Design block_fetch, sky130hd; sources not shown.
### Cell classes on the final placement, run 1

Scale: 1 px per µm.
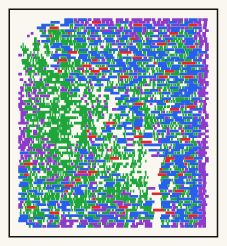
Red shows clock drivers and dummy loads, cells 70, share of their area 4.6%. Blue shows flip-flops, cells 381, share of their area 32%. Green shows all other logic, cells 2204, share of their area 44%. Purple shows other buffers and delay cells, cells 525, share of their area 19%.
Post-Route Utilization: 0.752
design area: 0.0300 mm²

### Clock nets, run 1

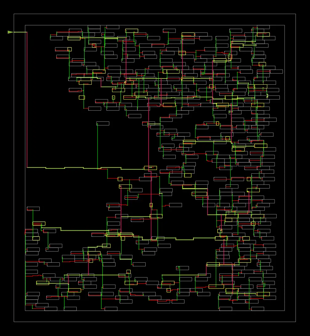
flop count: 381
CTS Buf Count: 41
Clock Sinks: 381
Clk. pwr: 4.95 mW
Insertion Delay late pin: 0.57 ns

### I/O nets highlighted, run 1

Scale: 2 px per µm.
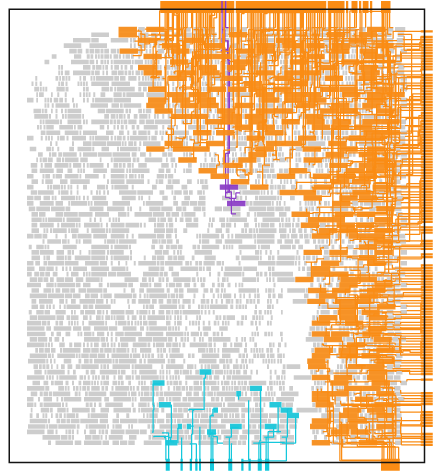
Cyan shows mem_addr, bits 16, direction output, end cells 16, buffers 16, wire 509 µm. Orange shows block, bits 256, direction output, end cells 256, buffers 256, wire 13600 µm. Purple shows dbg_state, bits 2, direction output, end cells 2, buffers 2, wire 243 µm.
# port buffers: 352
I/O Pins: 353

==> reports/qor.csv, run 1 <==
stage;metric;value;unit
outcome;outcome;finished, violations left;
outcome;violations;negative setup slack;
power;power_frac_comb;0.627;
run;maxCapViolations;0;
die;num_rows;77;
logic_synthesis;synth.most_common_cell;nand2_1;
cells_and_area;layout_top_cells;582 x nand2_1, 379 x dfrtp_1, 358 x nand3_1;
timing;slew_viol_final;0;
logic_synthesis;async_flop_share;1.00;
timing;fin_crit_sh;1.39;
placement;place_inst;3560;
detailed_routing;drc_errors;0;
cells_and_area;clock_buffers;59;
logic_synthesis;synth.top_cell.area_share;0.433;
placement;dpl_cell_area;0.0271;mm²
grt;first_global_vias;21641;
clock_network;clk_pin_slew;0.06;ns
grt;antenna_found_initial;0;
logic_synthesis;top_area_cell;dfrtp_1;
logic_synthesis;ys_chip_area;0.0220;mm²
logic_synthesis;ys.flops;381;
detailed_routing;vias;21581;
timing;timing.fmax;231;MHz
timing;rsz0062_at_grt;yes;
worst_setup_path;rrSetupSlack;0.24;ns
worst_setup_path;path_buffers;9;
cells_and_area;largest_reg_flops;256;
cells_and_area;regArea;0.00954;mm²
power;power.internal;16.2;mW
logic_synthesis;top_cells_by_count;654 x nand2_1, 381 x dfrtp_1, 371 x nand3_1, 337 x inv_1, 206 x o21ai_0;
timing;setup_tns;-30.75;ns
logic_synthesis;edf_count;0;
logic_synthesis;synth_area_per_cell;8.09;µm²
detailed_routing;routedWlPerCell;21.7;µm
cells_and_area;sh_seq_area;0.318;
clock_network;htree_num_levels;2;
worst_setup_path;start_kind;input port;
worst_setup_path;crit_slowest_cell;fa_2;
worst_setup_path;reg2reg_depth;10;
power;p_total;31.1;mW
worst_setup_path;cp.required;3.60;ns
die;fp_util;0.552;
clock_network;hold_buffers;0;
die;coreArea;0.0399;mm²
power;vdd_ir_drop_max;0.000785;V
power;p_comb;19.5;mW
clock_network;cts_tree;yes;
logic_synthesis;synth.yosys.seq_area_share;0.433;
cells_and_area;fillers;2890;
timing;setup_viol;41;
placement;gp_congestion;0.930;
timing;postLayoutSetupSlackWorst;-1.22;ns
worst_setup_path;path_cells;buf_6, buf_12, buf_12, nand2_4, inv_2, fa_1, inv_2, fa_2, inv_2, fa_2, fa_1, inv_1, fa_1, inv_2, ha_4, nand2_4, nor2_4, buf_4, nand2_1, nor2b_2, nor2_2, nand3_1, nand3_2, a21oi_2;
worst_setup_path;critical_path_class;input port to flip-flop;
grt;grt.met3_usage;0.0607;
placement;place_hpwl;58900;µm
cells_and_area;layout_top_cell;nand2_1;
timing;hold_ws;0.0583;ns
die;fp.dieH;226;µm
timing;finalClockSkew;0.0208;ns
cells_and_area;signal_buffers;525;
power;power.leakage;14.9;nW
cells_and_area;clkCellAreaFrac;0.0450;
power;maxPowerGroup;combinational logic;
worst_setup_path;cp_common_cell;inv_2;
worst_setup_path;crit_cells;24;
logic_synthesis;synthesis.nets;2967;
grt;grt-ovfl-total;0;
hold_path;hold_class;input port to asynchronous set/reset pin;
==> run 1: worst register-to-register path, cell delays in order, from the launching register on <==
cell and delay, ns:
dfrtp_1 0.47, inv_1 0.14, ha_2 0.32, inv_2 0.10
nor2_4 0.26, inv_1 0.26, o21ai_2 0.54, inv_1 0.29
nand4_1 0.17, xor2_1 0.15, nor2_1 0.05
==> run 1: logic make-up (layout without fill, tap and decap cells) <==
group | after synthesis | in the layout | synth area share
multiplexers | 18 | 18 | 0.00920
XOR/XNOR | 13 | 13 | 0.00517
AND/OR/NAND/NOR | 1295 | 1295 | 0.254
AND-OR/OR-AND | 362 | 362 | 0.0880
adder cells (fa/ha/maj) | 169 | 169 | 0.125
buffers and inverters | 484 | 942 | 0.0860
flip-flops | 381 | 381 | 0.433
==> run 2, diff against run 1 <==
--- a/config.mk
+++ b/config.mk
@@ -6,7 +6,6 @@
 export NUM_CORES = 1
 export LEC_CHECK = 0
 export ABC_AREA = 1
-export CAP_MARGIN = 20
 export CORE_ASPECT_RATIO = 1.1
 export CORE_MARGIN = 8
 export CORE_UTILIZATION = 55
### Cell classes on the final placement, run 2

Scale: 1 px per µm.
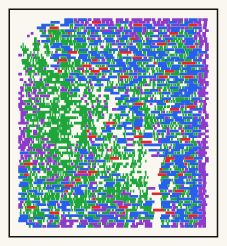
Purple shows other buffers and delay cells, cells 525, share of their area 19%. Red shows clock drivers and dummy loads, cells 70, share of their area 4.6%. Green shows all other logic, cells 2204, share of their area 44%. Blue shows flip-flops, cells 381, share of their area 32%.
Seq area share: 0.318
# rows: 77
core area: 0.0399 mm²

==> reports/qor.csv, run 2 <==
stage;metric;value;unit;change
power;p_total;31.1;mW;unchanged
grt;antenna_found_initial;0;;unchanged
cells_and_area;fin_area;0.0300;mm²;unchanged
clock_network;clkLatencyLatePin;0.57;ns;about the same
logic_synthesis;synth_area_per_cell;8.09;µm²;unchanged
clock_network;htree_num_levels;2;;unchanged
logic_synthesis;ys_chip_area;0.0220;mm²;unchanged
timing;postLayoutSetupSlackWorst;-1.22;ns;unchanged
logic_synthesis;logic_family;simple AND/OR/NAND/NOR gates;;unchanged
worst_setup_path;rrSetupSlack;0.24;ns;about the same
logic_synthesis;aoi_share;0.0880;;unchanged
worst_setup_path;cp_common_cell;inv_2;;unchanged
placement;gp_congestion;0.930;;unchanged
power;power_frac_comb;0.627;;about the same
die;io_pins;353;;unchanged
grt;grt-ovfl-total;0;;unchanged
run;maxCapViolations;0;;unchanged
worst_setup_path;reg2reg_depth;10;;unchanged
timing;setup_tns;-30.75;ns;unchanged
cells_and_area;layout_top_cell;nand2_1;;unchanged
outcome;violations;negative setup slack;;unchanged
logic_synthesis;ys_sh_simple;0.254;;unchanged
grt;grt.met3_usage;0.0607;;unchanged
die;fp_util;0.552;;unchanged
detailed_routing;vias;21581;;unchanged
power;p_comb;19.5;mW;about the same
timing;rsz0062_at_grt;yes;;unchanged
power;power.internal;16.2;mW;unchanged
worst_setup_path;cp.required;3.60;ns;about the same
grt;first_global_vias;21641;;unchanged
cells_and_area;utilization;0.752;;unchanged
outcome;outcome;finished, violations left;;unchanged
timing;setup_viol;41;;unchanged
clock_network;cts_tree;yes;;unchanged
worst_setup_path;critical_path_class;input port to flip-flop;;unchanged
logic_synthesis;ys.flops;381;;unchanged
timing;slew_viol_final;0;;unchanged
logic_synthesis;async_flop_share;1.00;;unchanged
cells_and_area;fillers;2890;;unchanged
logic_synthesis;top_area_cell;dfrtp_1;;unchanged
cells_and_area;largest_reg_flops;256;;unchanged
logic_synthesis;synthXorXnorAreaFrac;0.00517;;unchanged
timing;finalClockSkew;0.0208;ns;unchanged
worst_setup_path;path_cells;buf_6, buf_12, buf_12, nand2_4, inv_2, fa_1, inv_2, fa_2, inv_2, fa_2, fa_1, inv_1, fa_1, inv_2, ha_4, nand2_4, nor2_4, buf_4, nand2_1, nor2b_2, nor2_2, nand3_1, nand3_2, a21oi_2;;unchanged
### I/O nets highlighted, run 2

Scale: 2 px per µm.
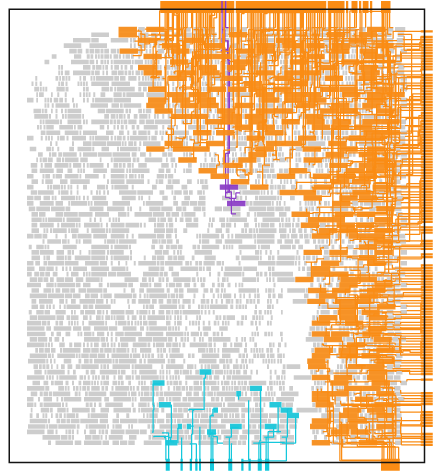
Orange shows block, bits 256, direction output, end cells 256, buffers 256, wire 13600 µm. Purple shows dbg_state, bits 2, direction output, end cells 2, buffers 2, wire 243 µm. Cyan shows mem_addr, bits 16, direction output, end cells 16, buffers 16, wire 509 µm.

==> run 2: cell counts after synthesis <==
Identical to the previous run, type by type.
==> run 2: layout make-up <==
class | instances | area, µm² | area share
clock inverters | 11 | 144 | 0.00480
inverters | 346 | 1310 | 0.0437
repair buffers | 525 | 5470 | 0.182
flip-flops and latches | 381 | 9540 | 0.318
well taps | 513 | 642 | 0.0214
repair inverters | 1 | 5.00 | 0.000167
clock buffers | 59 | 1200 | 0.0402
multi-input cells | 1857 | 11700 | 0.390
==> run 2: cell families after synthesis <==
logic type,after synthesis
and+or+nand+nor,1295
buffers and inverters,484
DFF,381
AOI/OAI and AO/OA,362
adders and majority gates,169
muxes,18
xor gates and xnor gates,13
Power figures rest on the tool's default switching activity, not on a simulated workload.
